`config.mk`:
```
export PLATFORM = sky130hd
export DESIGN_NAME = wb_grf
export DESIGN_NICKNAME = d
export VERILOG_FILES = /design/src/rtl/wb_grf_pkg.sv /design/src/rtl/wb_grf_load_ext.sv /design/src/rtl/wb_grf.sv
export SDC_FILE = /design/constraint.sdc
export NUM_CORES = 2
export LEC_CHECK = 0
export CAP_MARGIN = 0
export CELL_PAD_IN_SITES_DETAIL_PLACEMENT = 1
export CELL_PAD_IN_SITES_GLOBAL_PLACEMENT = 2
export CORE_ASPECT_RATIO = 1.2
export CORE_MARGIN = 8
export CORE_UTILIZATION = 45
export CTS_CLUSTER_DIAMETER = 200
export DETAILED_ROUTE_END_ITERATION = 10
export GPL_ROUTABILITY_DRIVEN = 0
export PLACE_DENSITY_LB_ADDON = 0.1
export SETUP_SLACK_MARGIN = 0.2
export SLEW_MARGIN = 20
export SYNTH_ARGS = -nofsm -noshare
export SYNTH_HDL_FRONTEND = slang
export SYNTH_HIERARCHICAL = 1
export SYNTH_SLANG_ARGS = --single-unit
export TNS_END_PERCENT = 1
```
`constraint.sdc`:
```
create_clock -name clk -period 9.9 [get_ports clk]
set_input_delay 2.97 -clock clk [delete_from_list [all_inputs] [get_ports clk]]
set_output_delay 2.97 -clock clk [all_outputs]
set_load 0.01 [all_outputs]
```
`src/rtl/wb_grf_pkg.sv`:
```
// Shared MIPS opcode/funct encodings and the writeback write-class decode.
// The decode and memory stages use the same definitions, so the encodings live here.
package wb_grf_pkg;

  localparam logic [5:0] OP_SPECIAL = 6'h00;
  localparam logic [5:0] OP_JAL     = 6'h03;
  localparam logic [5:0] OP_ADDIU   = 6'h09;
  localparam logic [5:0] OP_SLTI    = 6'h0A;
  localparam logic [5:0] OP_ANDI    = 6'h0C;
  localparam logic [5:0] OP_ORI     = 6'h0D;
  localparam logic [5:0] OP_XORI    = 6'h0E;
  localparam logic [5:0] OP_LUI     = 6'h0F;
  localparam logic [5:0] OP_LB      = 6'h20;
  localparam logic [5:0] OP_LH      = 6'h21;
  localparam logic [5:0] OP_LW      = 6'h23;
  localparam logic [5:0] OP_LBU     = 6'h24;
  localparam logic [5:0] OP_LHU     = 6'h25;

  localparam logic [5:0] F_SLL  = 6'h00;
  localparam logic [5:0] F_SRL  = 6'h02;
  localparam logic [5:0] F_SRA  = 6'h03;
  localparam logic [5:0] F_JALR = 6'h09;
  localparam logic [5:0] F_MOVZ = 6'h0A;
  localparam logic [5:0] F_ADDU = 6'h21;
  localparam logic [5:0] F_SUBU = 6'h23;
  localparam logic [5:0] F_AND  = 6'h24;
  localparam logic [5:0] F_OR   = 6'h25;
  localparam logic [5:0] F_SLT  = 6'h2A;
  localparam logic [5:0] F_SLTU = 6'h2B;

  localparam logic [4:0] RA_LINK = 5'd31;

  typedef enum logic [2:0] {
    WC_NONE,
    WC_RD_ALU,
    WC_MOVZ,
    WC_RT_ALU,
    WC_LOAD,
    WC_JAL,
    WC_JALR
  } wclass_t;

  function automatic wclass_t decode_wclass(input logic [5:0] op, input logic [5:0] funct);
    wclass_t c;
    c = WC_NONE;
    case (op)
      OP_SPECIAL: begin
        case (funct)
          F_ADDU, F_SUBU, F_AND, F_OR, F_SLT, F_SLTU,
          F_SLL, F_SRL, F_SRA: c = WC_RD_ALU;
          F_MOVZ:              c = WC_MOVZ;
          F_JALR:              c = WC_JALR;
          default:             c = WC_NONE;
        endcase
      end
      OP_ADDIU, OP_ANDI, OP_ORI, OP_XORI, OP_LUI, OP_SLTI: c = WC_RT_ALU;
      OP_LB, OP_LBU, OP_LH, OP_LHU, OP_LW:                  c = WC_LOAD;
      OP_JAL:                                              c = WC_JAL;
      default:                                             c = WC_NONE;
    endcase
    return c;
  endfunction

endpackage

```
`src/rtl/wb_grf_load_ext.sv`:
```
// Load data extraction: picks the addressed byte/half out of the aligned
// memory word (little-endian) and sign- or zero-extends it.
module load_ext
  import wb_grf_pkg::*;
(
  input  logic [31:0] instr,
  input  logic [1:0]  addr,
  input  logic [31:0] dmW,
  output logic [31:0] ext
);

  logic [7:0]  w_byte;
  logic [15:0] w_half;
  logic        w_unused;

  assign w_unused = ^instr[25:0];

  always_comb begin
    w_byte = dmW[7:0];
    case (addr)
      2'd0: w_byte = dmW[7:0];
      2'd1: w_byte = dmW[15:8];
      2'd2: w_byte = dmW[23:16];
      2'd3: w_byte = dmW[31:24];
      default: w_byte = dmW[7:0];
    endcase
  end

  assign w_half = addr[1] ? dmW[31:16] : dmW[15:0];

  always_comb begin
    ext = dmW;
    case (instr[31:26])
      OP_LB:   ext = {{24{w_byte[7]}}, w_byte};
      OP_LBU:  ext = {24'd0, w_byte};
      OP_LH:   ext = {{16{w_half[15]}}, w_half};
      OP_LHU:  ext = {16'd0, w_half};
      default: ext = dmW;
    endcase
  end

endmodule

```
`src/rtl/wb_grf.sv`:
```
// Writeback stage: decodes the W instruction into a register write and owns
// the general register file with two bypassed combinational read ports.
module wb_grf
  import wb_grf_pkg::*;
#(
  parameter int NREG      = 32,
  parameter bit ZERO_HARD = 1'b1
) (
  input  logic        clk,
  input  logic        rst,
  input  logic [31:0] instrW,
  input  logic        changeW,
  input  logic [31:0] aluW,
  input  logic [31:0] dmW,
  input  logic [31:0] pc8W,
  input  logic [4:0]  ra1,
  input  logic [4:0]  ra2,
  output logic [31:0] rd1,
  output logic [31:0] rd2,
  output logic        we_o,
  output logic [4:0]  wa_o,
  output logic [31:0] wd_o
);

  logic [31:0] r_regs [NREG];
  wclass_t     w_class;
  logic [4:0]  w_rt;
  logic [4:0]  w_rd;
  logic [31:0] w_ext;
  logic        w_unused;

  assign w_rt     = instrW[20:16];
  assign w_rd     = instrW[15:11];
  assign w_unused = ^{instrW[25:21], instrW[10:6]};

  // An all-zero word decodes as sll $0 but must look like a pure bubble.
  assign w_class = (instrW == 32'd0) ? WC_NONE : decode_wclass(instrW[31:26], instrW[5:0]);

  load_ext u_load_ext (
    .instr (instrW),
    .addr  (aluW[1:0]),
    .dmW   (dmW),
    .ext   (w_ext)
  );

  always_comb begin
    wa_o = 5'd0;
    wd_o = 32'd0;
    case (w_class)
      WC_RD_ALU, WC_MOVZ: begin wa_o = w_rd;    wd_o = aluW;  end
      WC_RT_ALU:          begin wa_o = w_rt;    wd_o = aluW;  end
      WC_LOAD:            begin wa_o = w_rt;    wd_o = w_ext; end
      WC_JAL:             begin wa_o = RA_LINK; wd_o = pc8W;  end
      WC_JALR:            begin wa_o = w_rd;    wd_o = pc8W;  end
      default:            begin wa_o = 5'd0;    wd_o = 32'd0; end
    endcase
  end

  assign we_o = (w_class != WC_NONE) &&
                ((w_class != WC_MOVZ) || changeW) &&
                !(ZERO_HARD && (wa_o == 5'd0));

  always_ff @(posedge clk) begin
    if (rst) begin
      for (int i = 0; i < NREG; i++) r_regs[i] <= 32'd0;
    end else if (we_o && (32'(wa_o) < NREG)) begin
      r_regs[wa_o] <= wd_o;
    end
  end

  // Same-cycle W->D bypass: a reader sees the value being committed this cycle.
  always_comb begin
    rd1 = 32'd0;
    if (ZERO_HARD && (ra1 == 5'd0))   rd1 = 32'd0;
    else if (we_o && (ra1 == wa_o))   rd1 = wd_o;
    else if (32'(ra1) < NREG)         rd1 = r_regs[ra1];
  end

  always_comb begin
    rd2 = 32'd0;
    if (ZERO_HARD && (ra2 == 5'd0))   rd2 = 32'd0;
    else if (we_o && (ra2 == wa_o))   rd2 = wd_o;
    else if (32'(ra2) < NREG)         rd2 = r_regs[ra2];
  end

endmodule

```
**Congestion heat map**

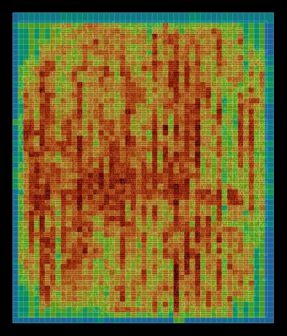
Total Routing Usage GR: 33.4%
met2 usage: 53.9%
met1 usage: 41.4%
final core utilization: 53.8%

**Sizing map**

The bar under the picture is 100 um long.
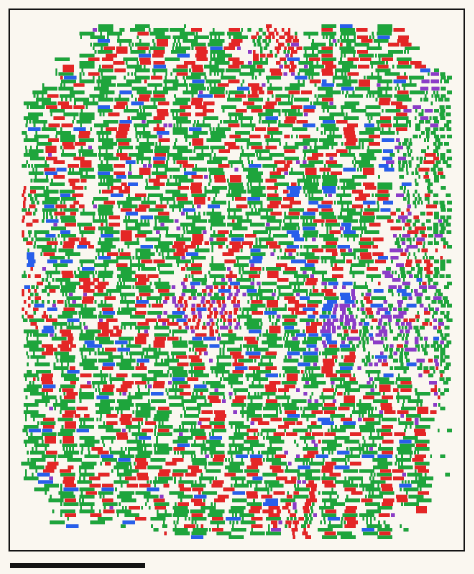
_0 and _1 cells: drawn in green, cells 2629, share 65%. _3 and _4 cells: drawn in purple, cells 299, share 7.3%. _2 cells: drawn in red, cells 937, share 23%. _6 and larger: drawn in blue, cells 208, share 5.1%.
final instance area: 65400 um2
non-clock buffer count: 550

==> run_results.csv <==
group,metric,value,unit
outcome,outcome,"finished, final reports clean",
finish,fin_nets,4126,
finish,lay_top_count,"nor2_1",
final_timing,fmax,0.103,GHz
final_timing,period_used_share,97.9,%
finish,post_layout_nonfiller_instances,5709,
worst_setup_path,cp.depth,14,
route,dr_wl_met2,108,mm
placement,placed_cells_incl_taps,5484,
worst_setup_path,critPathArrivalTime,6.72,ns
route,wl,227,mm
worst_setup_path,max_stage_delay,0.56,ns
power,irDropWorstVdd,0.142,mV
final_timing,hold_viol,0,
logic_synthesis,ys.flops,1024,
route,num_vias,39000,
final_timing,rsz0062_at_grt,"yes",
final_timing,period_needed,9.69,ns
floorplanning,core-area,122000,um2
final_timing,relSlewSlack,21.6,%
logic_synthesis,synth_cells,3690,
logic_synthesis,synth-edff-count,1024,
finish,fillers,11500,
placement,hpwl,138,mm
clocking,ctsLongestPathBuffers,3,
worst_setup_path,cp_slowest_cell,"or4b_4",
worst_setup_path,cp_num_buf_inv,5,
worst_hold_path,hold_class,"in -> reg",
worst_setup_path,cp_max_fo,12,
route,drt_iter0_markers,5318,
clocking,cts.sinks,1024,
floorplanning,rows,140,
worst_hold_path,min_delay_worst_endpoint,"r_regs[0][6]",
floorplanning,fp_util,45.4,%
final_timing,drv_slew,0,
clocking,path_clk_slew,0.06,ns
## cell type report
cell class / count / area (um2) / share of cell area, %
sequential: 1024 / 30700 / 47.0
multi-input combinational: 2255 / 23500 / 35.9
timing repair buffer: 550 / 5420 / 8.29
clock buffer: 131 / 2850 / 4.36
tap: 1633 / 2040 / 3.12
clock inverter: 67 / 636 / 0.972
inverter: 46 / 173 / 0.264
antenna: 3 / 7.51 / 0.0115
## synthesized netlist by cell type, drive strengths merged (3+ instances only)
master | n | area (um2)
nor3b | 5 | 37.5
clkbuf | 273 | 1020
o21ai | 8 | 40.0
a221o | 7 | 70.1
a21o | 4 | 30.0
nor2b | 8 | 50.1
edfxtp | 1024 | 30700
nor4b | 3 | 41.3
xnor2 | 4 | 35.0
nand2 | 57 | 216
a211oi | 69 | 686
a221oi | 4 | 58.8
o31ai | 3 | 50.1
or3 | 3 | 28.8
mux4 | 647 | 14600
and3 | 10 | 62.6
nand3 | 5 | 25.0
o22ai | 3 | 18.8
nand2b | 37 | 231
nor2 | 1056 | 3970
buf | 123 | 588
nand4 | 3 | 18.8
a21oi | 103 | 519
o31a | 3 | 26.3
mux2 | 72 | 811
mux2i | 32 | 320
or4 | 3 | 26.3
o211ai | 18 | 185
inv | 46 | 173
nor3 | 11 | 66.3
nor4 | 16 | 143
## report_power, final
group / internal, mW / switching (mW)
combinational: 0.799 / 0.968
sequential: 4.99 / 0.118
clock: 2.33 / 1.80
## routing by layer
| metal | GRT usage (%) | vias up |
|---|---|---|
| met2 | 53.9 | 2698 |
| met1 | 41.4 | 20700 |
| met5 | 0.550 | - |
| met4 | 17.1 | 14 |
| met3 | 8.77 | 640 |
| li1 | - | 14900 |
## worst max-delay path by stage
stage | slack, ns | startpoint | endpoint
finish | 0.21 | instrW[0] | rd2[31]
global route | 0.16 | instrW[21] | rd2[27]
CTS | 0.11 | instrW[27] | rd1[8]
detailed placement | -0.57 | instrW[29] | rd1[0]
global placement | -0.53 | instrW[29] | rd1[0]
floorplan | 0.78 | instrW[29] | rd1[10]
## per-stage QoR
stage | setup WS [ns] | setup TNS, ns | utilization, %
4_1_cts | 0.112 | 0 | 53.6
2_1_floorplan | 0.783 | 0 | -
3_3_place_gp | -0.526 | -14.32 | 50.6
3_5_place_dp | -0.574 | -20.45 | 50.6
5_1_grt | 0.159 | 0 | 53.8
6_report | 0.210 | 0 | 53.8
## cell families (layout without fill, tap and decap cells)
family / Yosys count / after routing / share of synthesized area [%]
other cells: 1 / 35 / 0.00680
flops: 1024 / 1024 / 55.7
buf+inv: 442 / 794 / 3.24
compound gates: 242 / 242 / 3.46
mux: 751 / 751 / 28.5
simple gates: 1224 / 1224 / 9.02
xor+xnor: 6 / 6 / 0.0952
## what timing repair did
| action | 4_1_cts | 5_1_grt |
|---|---|---|
| resized | 280 | 23 |
| hold buffers | 0 | 0 |
| setup endpoints to repair | 78 | 72 |
| hold endpoints to repair | 0 | 0 |
| setup buffers | 12 | 5 |
| pin swaps | 15 | 17 |
| gates cloned | 2 | 4 |
Power and IR drop assume default switching activity.
